### config.mk
export PLATFORM = sky130hd
export DESIGN_NAME = item_dispense_ctrl
export DESIGN_NICKNAME = d
export VERILOG_FILES = /design/src/rtl/item_dispense_ctrl.sv
export SDC_FILE = /design/constraint.sdc
export NUM_CORES = 1
export LEC_CHECK = 0
export ABC_AREA = 1
export CAP_MARGIN = 40
export CORE_AREA = 2 2 115 117
export CTS_BUF_LIST = sky130_fd_sc_hd__clkbuf_4 sky130_fd_sc_hd__clkbuf_8
export CTS_CLUSTER_DIAMETER = 30
export CTS_CLUSTER_SIZE = 16
export DETAILED_ROUTE_END_ITERATION = 10
export DIE_AREA = 0 0 117 119
export PLACE_DENSITY = 0.7
export SKIP_LAST_GASP = 1
export SLEW_MARGIN = 20
export SYNTH_ARGS = -nofsm -noshare
export SYNTH_HDL_FRONTEND = slang
export SYNTH_SLANG_ARGS = --single-unit
### constraint.sdc
create_clock -name clk -period 1.9 [get_ports clk]
set_input_delay 0.285 -clock clk [delete_from_list [all_inputs] [get_ports clk]]
set_output_delay 0.285 -clock clk [all_outputs]
set_load 0.02 [all_outputs]
### src/rtl/item_dispense_ctrl.sv
// Purchase controller between a request source and the item price/count memory.
// Reads one item, decides OK/SOLD_OUT/INSUFFICIENT/INVALID, and on OK decrements the count and dispenses.
module item_dispense_ctrl #(
  parameter  int MAX_ITEMS = 1024,
  localparam int AW        = (MAX_ITEMS > 1) ? $clog2(MAX_ITEMS) : 1
) (
  input  logic          clk,
  input  logic          rst,
  input  logic          req_valid,
  input  logic [AW-1:0] req_item,
  input  logic [15:0]   req_credit,
  output logic          req_ready,
  output logic [AW-1:0] mem_raddr,
  input  logic [15:0]   mem_rd_price,
  input  logic [7:0]    mem_rd_count,
  output logic          mem_we,
  output logic [AW-1:0] mem_waddr,
  output logic [15:0]   mem_wprice,
  output logic [7:0]    mem_wcount,
  output logic          resp_valid,
  output logic [1:0]    resp_status,
  output logic [15:0]   resp_change,
  output logic          dispense_valid,
  output logic [AW-1:0] dispense_item
);

  localparam logic [1:0] ST_OK           = 2'd0;
  localparam logic [1:0] ST_SOLD_OUT     = 2'd1;
  localparam logic [1:0] ST_INSUFFICIENT = 2'd2;
  localparam logic [1:0] ST_INVALID      = 2'd3;

  typedef enum logic [1:0] {IDLE, READ, CHECK, COMMIT} state_t;

  state_t        state, state_n;
  logic [AW-1:0] item_q;
  logic [15:0]   credit_q;
  logic [1:0]    status_q;
  logic [15:0]   change_q;
  logic [15:0]   wprice_q;
  logic [7:0]    wcount_q;
  logic [1:0]    status_c;

  // Priority INVALID > SOLD_OUT > INSUFFICIENT > OK.
  function automatic logic [1:0] eval_status(input logic [AW-1:0] item,
                                             input logic [15:0]   credit,
                                             input logic [15:0]   price,
                                             input logic [7:0]    count);
    if (32'(item) >= 32'(MAX_ITEMS)) return ST_INVALID;
    else if (count == 8'd0)          return ST_SOLD_OUT;
    else if (credit < price)         return ST_INSUFFICIENT;
    else                             return ST_OK;
  endfunction

  // OK returns the difference; every refusal refunds the full credit.
  function automatic logic [15:0] eval_change(input logic [1:0]  status,
                                              input logic [15:0] credit,
                                              input logic [15:0] price);
    return (status == ST_OK) ? (credit - price) : credit;
  endfunction

  always_ff @(posedge clk or posedge rst) begin
    if (rst) state <= IDLE;
    else     state <= state_n;
  end

  always_comb begin
    state_n = state;
    case (state)
      IDLE:    if (req_valid) state_n = READ;
      READ:    state_n = CHECK;
      CHECK:   state_n = COMMIT;
      COMMIT:  state_n = IDLE;
      default: state_n = IDLE;
    endcase
  end

  assign status_c = eval_status(item_q, credit_q, mem_rd_price, mem_rd_count);

  // Request capture in IDLE, decision capture in CHECK (read data valid here)
  always_ff @(posedge clk or posedge rst) begin
    if (rst) begin
      item_q   <= '0;
      credit_q <= '0;
      status_q <= ST_OK;
      change_q <= '0;
      wprice_q <= '0;
      wcount_q <= '0;
    end else begin
      if (state == IDLE && req_valid) begin
        item_q   <= req_item;
        credit_q <= req_credit;
      end
      if (state == CHECK) begin
        status_q <= status_c;
        change_q <= eval_change(status_c, credit_q, mem_rd_price);
        wprice_q <= mem_rd_price;
        wcount_q <= mem_rd_count - 8'd1;
      end
    end
  end

  // Pulses decode from state so reset clears them without waiting for a clock.
  assign req_ready      = (state == IDLE);
  assign mem_raddr      = item_q;
  assign resp_valid     = (state == COMMIT);
  assign resp_status    = status_q;
  assign resp_change    = change_q;
  assign mem_we         = (state == COMMIT) && (status_q == ST_OK);
  assign mem_waddr      = item_q;
  assign mem_wprice     = wprice_q;
  assign mem_wcount     = wcount_q;
  assign dispense_valid = (state == COMMIT) && (status_q == ST_OK);
  assign dispense_item  = item_q;

endmodule
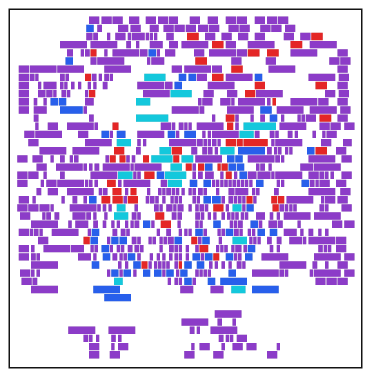
**Above:** run 1 (cell sizes after repair).
(3 px per µm)
purple -> drive 1 or less  # cells 598, share 80%
cyan -> drive 6 and up  # cells 21, share 2.8%
blue -> drive 3 to 4  # cells 71, share 9.5%
red -> drive 2  # cells 55, share 7.4%

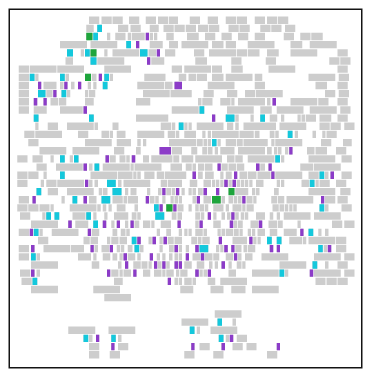
**Above:** run 1 (gate-type map).
(3 px per µm)
purple -> inverters  # cells 94, most used inv_1
green -> AND and OR gates  # cells 6
cyan -> inverting AOI/OAI gates  # cells 57, most used a21oi_1, where widely spread

==> run summary, run 1 <==
outcome = finished, violations left
violations in the final reports = negative setup slack
Internal = 0.00655 W
prevailing post-synth register cell = sky130_fd_sc_hd__dfrtp_1
number of nets at floorplan = 648
AND/OR/NAND/NOR Cells, Area Fraction = 27.8%
total core area = 0.0129 mm²
cell total in the yosys stat output = 573
share of total power in combinational logic = 64.4%
wire length of the first global-routing pass = 19100 µm
startpoint type of the worst setup path = flop
crit path DAT = 2250 ps
#FFs+latches synth = 70
clk ins delay skew pair = 360 ps
met1 GRT Util = 23.8%
I/O Pins = 129
max capacitance violation total = 0
Tool Warnings = 31
via count of the first global-routing pass = 3973
Critical Path End = resp_change[15]
H-tree depth = 3
count of final hold-check violations = 0
die boundary width = 117 µm
number of instances in the synthesized netlist = 573
post-route setup slack = -65.2 ps
Post-layout nets = 815
fraction of power consumed by sequential logic = 23.6%
CTS root buffer = sky130_fd_sc_hd__clkbuf_8
Die Ht = 119 µm
switching power share of the total = 44.3%
Synth top cell by count = sky130_fd_sc_hd__nand2_1
Max Clk Rate = 509 MHz
clock buffers created by TritonCTS = 9
Sequential Area = 0.00175 mm²
number of fill cells = 1236
combinational gate area = 0.00213 mm²
Final setup viols = 14
Clk pwr share = 12.0%
WL met2 = 5540 µm
Tot Pwr = 0.0118 W
routed wire length = 11600 µm
Logic family by area = simple AND/OR/NAND/NOR gates
TritonCTS clock tree = built
average via count per standard cell = 4.45
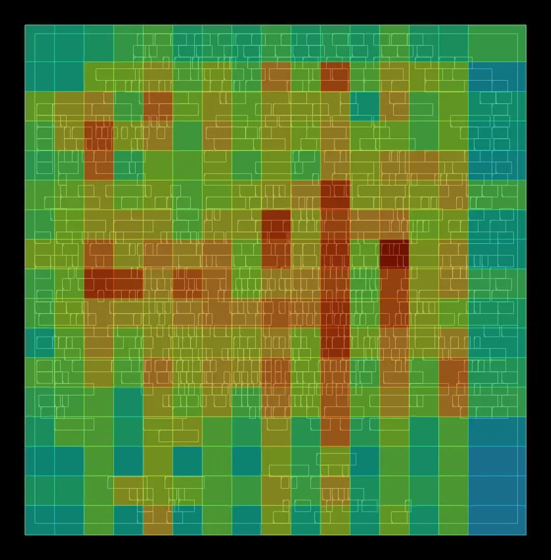
**Above:** run 1 (routing congestion map).
average wire per cell in the routed design: 12.6 µm
global-route layer with the greatest usage: met2
Final Core Density: 50.4%
total global routing track utilization: 17.3%
met3 Use GR: 2.85%

-- run 1: sequential cells by signal, indices dropped and copies added, names as in the netlist --
signal,count
credit_q,16
dispense_item,10
mem_wcount,8
mem_wprice,16
resp_change,16
resp_status,2
state,2
-- run 1: metrics by stage --
stage	cell area [µm²]	setup TNS [ps]	hold WS, ps	cells
after detailed placement	6060	-7390	466	899
after global placement	6060	-6590	459	899
after floorplan	4330	0	397	573
final	6490	-522	390	921
after global routing	6490	-2650	400	921
after CTS	6350	-513	377	919
-- run 1: repair_timing --
| action | 4_1_cts | 5_1_grt |
|---|---|---|
| setup buffers | 4 | 2 |
| setup endpoints to repair | 19 | 17 |
| pin swaps | 6 | 11 |
| endpoints found under the hold margin | 0 | 0 |
| gates resized | 15 | 25 |
-- run 1: worst max-delay path, stage by stage, from the launching register on --
cell	delay [ps]
sky130_fd_sc_hd__dfrtp_1	350
sky130_fd_sc_hd__inv_2	50
sky130_fd_sc_hd__ha_4	160
sky130_fd_sc_hd__fa_2	350
sky130_fd_sc_hd__inv_2	70
sky130_fd_sc_hd__nand2_2	50
sky130_fd_sc_hd__nand2_2	80
sky130_fd_sc_hd__nand3_2	80
sky130_fd_sc_hd__nand2_2	80
sky130_fd_sc_hd__nand2_2	60
sky130_fd_sc_hd__nand2_4	100
sky130_fd_sc_hd__nand2_8	80
sky130_fd_sc_hd__buf_12	140
sky130_fd_sc_hd__a21oi_2	120
sky130_fd_sc_hd__nand2_1	60
sky130_fd_sc_hd__nand2_1	50
-- run 1: final cells by class --
class | instances | area share (%)
Clock buffer | 9 | 1.91
Clock inverter | 7 | 1.58
Inverter | 94 | 5.61
Multi-Input combinational cell | 373 | 32.8
Sequential cell | 70 | 27.0
Tap cell | 176 | 3.39
Timing Repair Buffer | 192 | 27.8
## Run 2: what changed since run 1
CTS_CLUSTER_SIZE = not set   (was 16)
PLACE_DENSITY = 0.68   (was 0.7)
clock period = 2.16 ns   (was 1.9 ns; I/O delays follow)
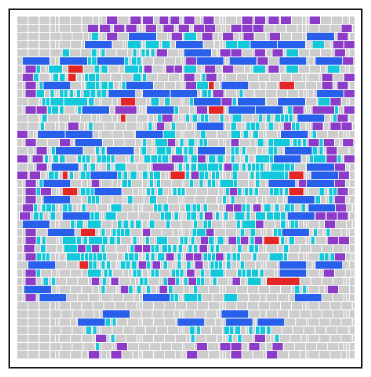
**Above:** run 2 (placement by cell class).
(3 px per µm) Fill, decap, tap and diode cells in grey.
blue -> flip-flops  # cells 70, share of their area 29%
red -> clock drivers and dummy loads  # cells 16, share of their area 3.3%
cyan -> all other logic  # cells 467, share of their area 39%
purple -> other buffers and delay cells  # cells 176, share of their area 28%
total core area: 0.0129 mm²
post-layout instance area: 0.00620 mm²

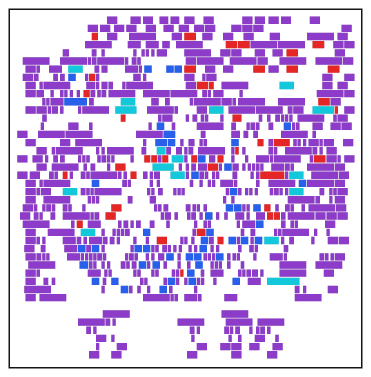
**Above:** run 2 (cell sizes after repair).
(3 px per µm)
red -> drive 2  # cells 42, share 5.8%
cyan -> drive 6 and up  # cells 16, share 2.2%
purple -> drive 1 or less  # cells 622, share 85%
blue -> drive 3 to 4  # cells 49, share 6.7%

==> run summary, run 2 <==
clk ins delay skew pair = 370 ps (about the same)
via count of the first global-routing pass = 4167 (+4.9%)
die boundary width = 117 µm (unchanged)
I/O Pins = 129 (unchanged)
Max Clk Rate = 499 MHz
Final Core Density = 48.1% (-2.3 points)
wire length of the first global-routing pass = 19700 µm (+3.0%)
number of fill cells = 1310 (+6.0%)
Slowest Stage Delay on Critical Path = 440 ps (+90 ps)
crit path DAT = 2310 ps (+60 ps)
cell count along the critical path = 15 (unchanged)
cell total in the yosys stat output = 573 (unchanged)
dominant delay contributor by cell family on the critical path = buffers and inverters
outcome = complete, no violations
cell type of the slowest stage on the worst timing path = sky130_fd_sc_hd__clkdlybuf4s50_1
clock buffers created by TritonCTS = 9 (unchanged)
max capacitance violation total = 0 (unchanged)
TritonCTS clock tree = built
prevailing post-synth register cell = sky130_fd_sc_hd__dfrtp_1
total buffers and inverters traversed by the critical path = 3 (unchanged)
Critical Path End = resp_change[15]
placed insts = 889 (-1.1%)
count of final hold-check violations = 0 (unchanged)
routed wire length = 11800 µm (+1.3%)
average via count per standard cell = 4.51 (+1.3%)
Cell Chain, Critical Path = clkdlybuf4s50_1, ha_2, fa_2, inv_2, nand2_1, nand2_2, nand3_2, nand2_2, nand2_2, nand2_4, nand2_4, buf_12, a21oi_1, nand2_1, nand2_1
Die Ht = 119 µm (unchanged)
Synth top cell by count = sky130_fd_sc_hd__nand2_1
startpoint type of the worst setup path = input pin
number of standard cells in the final layout excluding fillers = 905 (-1.7%)
post-route setup slack = 157 ps (+222 ps)
Placed Instance Area = 0.00598 mm² (-1.4%)
#FFs+latches synth = 70 (unchanged)
Post-layout nets = 799 (-2.0%)
Total Negative Setup Slacks = 0 ps (+522 ps)
CTS root buffer = sky130_fd_sc_hd__clkbuf_8
Final setup viols = 0 (-14)
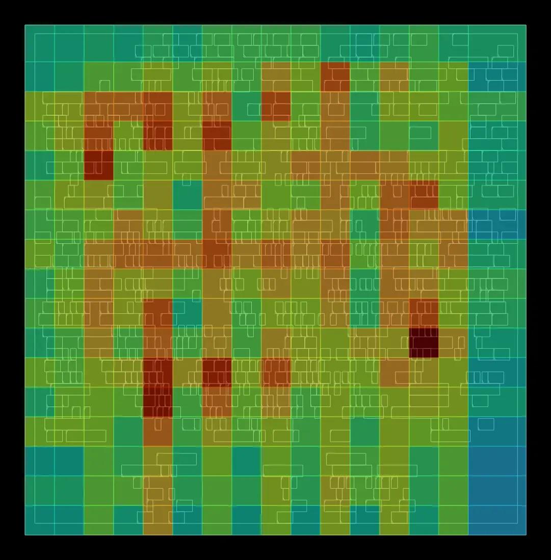
**Above:** run 2 (routing congestion map).
GR Util met2: 29.7%
average wire per cell in the routed design: 13.0 µm

==> run 2: stage by stage <==
step,hold slack (ps),power [W]
after detailed placement,470,0.00881
after global placement,456,0.00868
after floorplan,436,0.00624
final,365,0.00985
after global routing,398,0.0107
after CTS,372,0.00994
==> run 2: routing by layer <==
metal  vias up  routed length (µm)  global-route usage [%]
met5         -                   0                       0
met4         0                 231                    5.96
met3        19                 567                    4.53
met2        98                5670                    29.7
met1      1892                5330                    22.8
li1       2073                   -                       -
==> run 2: cells by family (layout without fill, tap and decap cells) <==
family	after synthesis	count (layout)	synth area share, %
buf+inv	130	286	13.8
mux	12	12	3.13
compound gates	58	58	7.13
simple gates	276	276	27.8
xor+xnor	5	5	1.01
flops	70	70	40.6
fa+ha+maj	22	22	6.55
==> run 2: power by group <==
part | switching (W) | internal (W) | total [W] | leakage (nW)
combinational | 0.00344 | 0.00291 | 0.00635 | 2.22
clock | 0.000517 | 0.000560 | 0.00108 | 0.102
sequential | 0.000442 | 0.00198 | 0.00242 | 0.820
==> run 2: what timing repair did <==
item | in CTS | in global routing
hold buffers | 0 | 0
setup buffers | 0 | 0
setup endpoints to repair | 2 | 16
pin swaps | 0 | 1
gates cloned | 0 | 0
gates resized | 2 | 9
==> run 2: final cells by class <==
type	instances	area (µm²)	area share, %
Multi-Input combinational cell	373	1990	32.1
Sequential cell	70	1750	28.3
Timing Repair Buffer	176	1680	27.1
Inverter	94	358	5.77
Tap cell	176	220	3.55
Clock buffer	10	138	2.22
Clock inverter	6	61.3	0.989
Power figures rest on the tool's default switching activity, not on a simulated workload.
